## src/rtl/lea_round_ctrl.sv

```systemverilog
// lea_round_ctrl: LEA round sequencer. After a start request it steps a bounded,
// stallable round index and, for each round, presents the rotated key-schedule
// constant ROL32(delta[i mod n], i).
// Ports:
//   clk, rst      clock (rising edge), asynchronous active-low reset
//   start         run request, sampled only in IDLE
//   key_len[1:0]  00=128, 01=192, 10=256, 11=illegal; latched with start
//   stall         downstream not ready; freezes the sequencer
//   busy          high in RUN and DONE
//   round_en      round round_idx is valid this cycle
//   round_idx     current round index
//   delta_rot     ROL32(delta[round_idx mod n], round_idx)
//   last_round    round_en on the final round
//   done          one-cycle pulse after the last round
//   err           one-cycle pulse on a start with illegal key_len
module lea_round_ctrl #(
    parameter int unsigned ROUNDS_128 = 24,
    parameter int unsigned ROUNDS_192 = 28,
    parameter int unsigned ROUNDS_256 = 32
) (
    input  logic        clk,
    input  logic        rst,
    input  logic        start,
    input  logic [1:0]  key_len,
    input  logic        stall,
    output logic        busy,
    output logic        round_en,
    output logic [4:0]  round_idx,
    output logic [31:0] delta_rot,
    output logic        last_round,
    output logic        done,
    output logic        err
);

    localparam int unsigned IDX_W = 5;
    localparam logic [IDX_W-1:0] LAST_128 = IDX_W'(ROUNDS_128 - 1);
    localparam logic [IDX_W-1:0] LAST_192 = IDX_W'(ROUNDS_192 - 1);
    localparam logic [IDX_W-1:0] LAST_256 = IDX_W'(ROUNDS_256 - 1);

    typedef enum logic [1:0] {
        IDLE = 2'd0,
        RUN  = 2'd1,
        DONE = 2'd2
    } state_t;

    state_t           state_q, state_d;
    logic [IDX_W-1:0] idx_q, idx_d;
    logic [1:0]       klen_q, klen_d;
    logic             err_q, err_d;
    logic [IDX_W-1:0] last_idx;
    logic [2:0]       dsel;
    logic [31:0]      delta_base;
    logic [63:0]      delta_dbl;

    // Last round index for the latched key length
    always_comb begin
        last_idx = LAST_128;
        case (klen_q)
            2'b01:   last_idx = LAST_192;
            2'b10:   last_idx = LAST_256;
            default: last_idx = LAST_128;
        endcase
    end

    // State register
    always_ff @(posedge clk or negedge rst) begin
        if (!rst) begin
            state_q <= IDLE;
            idx_q   <= '0;
            klen_q  <= 2'b00;
            err_q   <= 1'b0;
        end else begin
            state_q <= state_d;
            idx_q   <= idx_d;
            klen_q  <= klen_d;
            err_q   <= err_d;
        end
    end

    // Next-state logic
    always_comb begin
        state_d = state_q;
        idx_d   = idx_q;
        klen_d  = klen_q;
        err_d   = 1'b0;
        case (state_q)
            IDLE: begin
                if (start) begin
                    if (key_len == 2'b11) begin
                        err_d = 1'b1;
                    end else begin
                        state_d = RUN;
                        klen_d  = key_len;
                        idx_d   = '0;
                    end
                end
            end
            RUN: begin
                if (!stall) begin
                    if (idx_q == last_idx) begin
                        state_d = DONE;
                    end else begin
                        idx_d = idx_q + IDX_W'(1);
                    end
                end
            end
            DONE: begin
                state_d = IDLE;
                idx_d   = '0;
            end
            default: begin
                state_d = IDLE;
                idx_d   = '0;
            end
        endcase
    end

    // Delta table index: i mod n with n = 4/6/8
    always_comb begin
        dsel = 3'(idx_q[1:0]);
        case (klen_q)
            2'b01:   dsel = 3'(idx_q % IDX_W'(6));
            2'b10:   dsel = idx_q[2:0];
            default: dsel = 3'(idx_q[1:0]);
        endcase
    end

    always_comb begin
        delta_base = 32'hc3efe9db;
        case (dsel)
            3'd0: delta_base = 32'hc3efe9db;
            3'd1: delta_base = 32'h44626b02;
            3'd2: delta_base = 32'h79e27c8a;
            3'd3: delta_base = 32'h78df30ec;
            3'd4: delta_base = 32'h715ea49e;
            3'd5: delta_base = 32'hc785da0a;
            3'd6: delta_base = 32'he04ef22a;
            3'd7: delta_base = 32'he5c40957;
            default: delta_base = 32'hc3efe9db;
        endcase
    end

    // Rotate-left by round index: upper half of the doubled word shifted left
    assign delta_dbl = {delta_base, delta_base} << idx_q;
    assign delta_rot = delta_dbl[63:32];

    assign round_idx  = idx_q;
    assign busy       = (state_q == RUN) || (state_q == DONE);
    assign round_en   = (state_q == RUN) && !stall;
    assign last_round = round_en && (idx_q == last_idx);
    assign done       = (state_q == DONE);
    assign err        = err_q;

endmodule

```

## config.mk

```make
export PLATFORM = sky130hd
export DESIGN_NAME = lea_round_ctrl
export DESIGN_NICKNAME = d
export VERILOG_FILES = /design/src/rtl/lea_round_ctrl.sv
export SDC_FILE = /design/constraint.sdc
export NUM_CORES = 1
export LEC_CHECK = 0
export CORE_MARGIN = 2
export CORE_UTILIZATION = 37
export CTS_BUF_LIST = sky130_fd_sc_hd__clkbuf_8 sky130_fd_sc_hd__clkbuf_16
export DETAILED_ROUTE_END_ITERATION = 10
export PLACE_DENSITY_LB_ADDON = 0.08
export SYNTH_ARGS = -nofsm -noshare
export SYNTH_HDL_FRONTEND = slang
export SYNTH_SLANG_ARGS = --single-unit
```

## constraint.sdc

```tcl
create_clock -name clk -period 7.7 [get_ports clk]
set_input_delay 2.31 -clock clk [delete_from_list [all_inputs] [get_ports clk]]
set_output_delay 2.31 -clock clk [all_outputs]
set_load 0.02 [all_outputs]
```

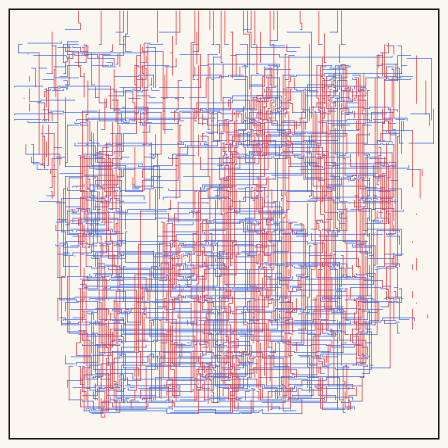
*Wiring by layer*
Two of the layers only.
M1 -> blue  # wire length 6,690 um
M2 -> red  # wire length 7,810 um

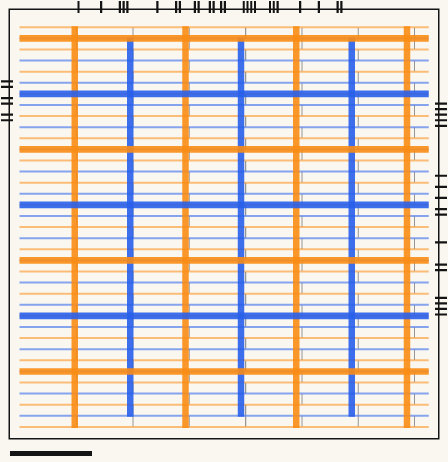
*Power grid*
Scale bar: 20 um. Pins as bars on the die edge. Tap cells in gray.
VDD -> blue
VSS -> orange
met1 rails = 37
signal pins = 48

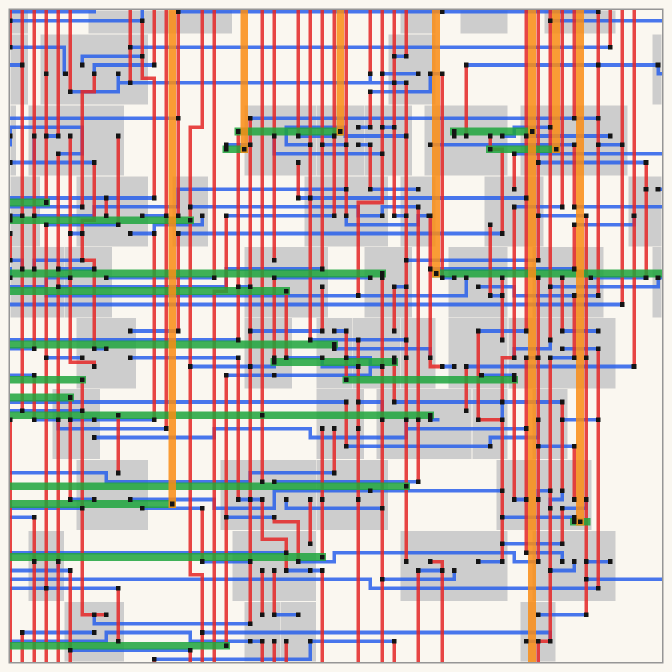
*Zoomed window*
Region (66, 14) to (91, 39) um. Cells in gray, sequential cells in the stronger gray; small squares are vias.
M3 -> green
M2 -> red
M1 -> blue
M4 -> orange
cells with their middle in the window = 45
sequential cells in the window = 0
most frequent = nand2_1 (8), nand3_1 (5), o21ai_0 (3)

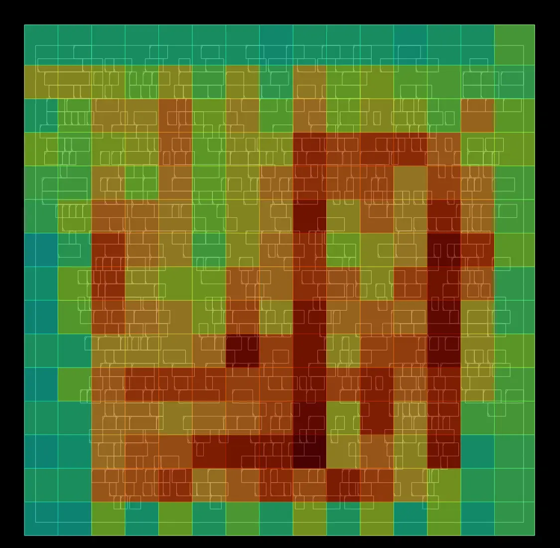
*Congestion heat map*
met2 track demand over resource: 46.15%
Final Util: 48.45%
met1 Use GR: 38.26%
wire length per cell: 23.72 um

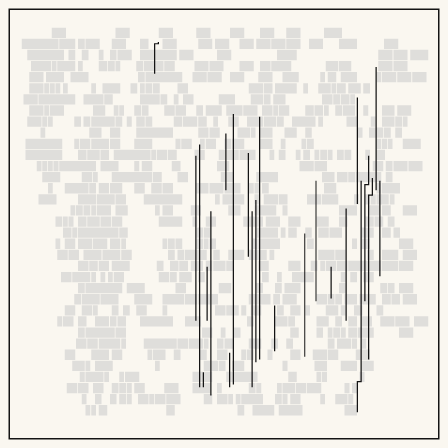
*Metal 4*
Cells faint in the background.
wire length on this layer = 746 um
share of all routed wire = 4.4%
nets with wire on the layer = 24

==> flow_summary_export.csv <==
group,metric,value,unit
hold_path,min_from,"klen_q[0]",
floorplanning,ioPinCount,48,
global_routing,grt_remaining_overflow,0,
hold_path,min_path_type,"reg2reg",
routing,drc,0,
final_layout,buffers,88,
synth,syn_inst,549,
placed_design,hpwl,12.38,mm
synth,ys_chip_area,3765,um^2
final_layout,register_area,250.2,um^2
global_routing,grt_pass1_vias,4636,
synth,fp_nets,573,
clock_network,cts_tree,"yes",
floorplanning,die_x,104.9,um
final_layout,clk_share,1.157,%
critical_path,slowest_stage,"clkdlybuf4s50_1",
routing,viasPerCell,6.892,
floorplanning,die_h,104.9,um
floorplanning,tap_cells,133,
final_layout,inverters,20,
global_routing,grt_pass1_wl,25.96,mm
global_routing,antenna_found_initial,0,
final_timing,max_slew.worst_pin.slew,956.8,ps
critical_path,endpoint_kind,"output port",
final_timing,finalHoldViolCount,0,
outcome,outcome,"finished, final reports clean",
final_timing,max_freq,133.9,MHz
final_layout,drive_gt1_share,19.08,%
synth,syn_area,3765,um^2
final_layout,n_antenna_cell,0,
routing,dr.first_iter.drc_count,572,
critical_path,crit_chain,"nor2b_1, inv_1, ha_1, xnor2_2, and2_1, ha_1, a221oi_4, buf_4, buf_4, a41o_1, nand2_1, a211oi_1, o311ai_2, mux2_2, a22o_1, mux2i_2, clkdlybuf4s50_1",
floorplanning,die_area,11000,um^2
critical_path,r2r_slack,5110,ps
critical_path,path_buffers,4,
synth,synthTopCellsByArea,"dfrtp_1, ha_1, nor2_1",
flow_run,maxCapViolCount,0,
synth,synthArstFlopShare,100.0,%
final_layout,comb_cells,465,
hold_path,min_path_cells,2,
critical_path,ff2ff_path_depth,9,
global_routing,grtUsageTotal,29.40,%
final_layout,instances_no_fill,720,
placed_design,gp_congestion,1.025,
synth,yosysTopAreaCellShare,6.647,%
placed_design,place_inst,705,
placed_design,portBuffers,47,
critical_path,crit_fanout,18,
final_layout,flop-count,10,
floorplanning,core.rowCount,36,
final_layout,seq_area_share,5.260,%
clock_network,cts_max_path_buffers,2,
synth,yosysWarnings,0,
## per-layer routing
layer	track usage, %	vias up	part of all wire [%]
met5	0	-	0
met4	11.24	0	4.4
met3	7.985	51	11
met2	46.15	319	46
met1	38.26	2352	39
li1	-	2240	-
## worst register-to-register path: stages (launching register included)
cell and delay (ps):
dfrtp_1 500, buf_4 460, ha_1 320, nand4_1 150, nor2b_1 170, o21ai_0 390
inv_1 170, nand2_1 110, or3_1 90, o21ai_0 60
## cells by family after synthesis
group	after synthesis	share of synthesized area, %
simple gates	174	21.07
compound gates	234	46.49
mux	36	11.00
xor+xnor	3	0.6980
fa+ha+maj	18	5.982
buf+inv	74	8.109
flops	10	6.647
## sequential cells by signal (all words and copies together) (netlist names)
signal / cells
klen_q: 2
state_q: 2
round_idx: 5
err: 1
## worst max-delay path by stage
| stage | from | to | slack [ps] |
|---|---|---|---|
| finish | round_idx[3] | delta_rot[14] | 230 |
| global route | round_idx[3] | delta_rot[21] | -40 |
| CTS | round_idx[3] | delta_rot[17] | 20 |
| detailed placement | round_idx[3] | delta_rot[22] | -40 |
| global placement | round_idx[3] | delta_rot[22] | -10 |
| floorplan | round_idx[2] | delta_rot[22] | 20 |
## placed cells by master (no fill, tap or decap), types with 5 or more instances in the layout
cell type        instances
clkdlybuf4s50_1         42
nand2_1                 50
nor3_1                  12
ha_1                    17
o21ai_0                 33
mux2i_1                 18
a211o_1                  5
mux2_2                  13
nor2_1                  55
nand3_1                 23
buf_4                   41
dlymetal6s2s_1           5
o21ai_1                  9
a31oi_1                 11
a211oi_1                11
a22o_1                   5
a21oi_1                 30
a22oi_1                  9
o211ai_1                 7
dfrtp_1                 10
inv_1                   20
o221a_2                  5
o22ai_1                 14
a221oi_1                 8
o221ai_1                 9
nor2b_1                  6
## cells in the mapped netlist, types with 4 or more instances
master / n
nand3_1: 24
o21ai_0: 35
nor3_1: 15
and2_1: 4
o221ai_1: 12
a21o_1: 4
o221a_2: 5
nand2_1: 51
nand4_1: 4
nor2b_1: 6
a311o_1: 4
buf_2: 10
a311oi_1: 5
a21oi_1: 34
a22o_1: 5
a211o_1: 5
clkbuf_1: 37
buf_4: 4
mux2i_1: 20
a221oi_1: 10
o211ai_1: 7
nor2_1: 55
dfrtp_1: 10
a211oi_1: 13
a22oi_1: 9
mux2_2: 13
o22ai_1: 16
o21a_1: 4
o31ai_1: 4
o21ai_1: 8
ha_1: 18
a31oi_1: 11
inv_1: 20
## repair_timing
action / CTS / global route
hold endpoints to repair: 0 / 0
resized: 9 / 31
setup buffers: 1 / 10
setup endpoints to repair: 20 / 32
pin swaps: 1 / 6
hold buffers: 0 / 0
## metrics by stage
step                setup slack, ps  util, %  hold slack (ps)  TNS [ps]
finish                        233.2    48.45            535.9         0
global route                 -36.97    48.45            571.5    -266.8
CTS                           23.90    46.19            539.5         0
detailed placement           -38.90    45.03            528.5    -85.00
global placement             -9.595    45.03            513.2    -9.595
floorplan                     21.83        -            492.6         0
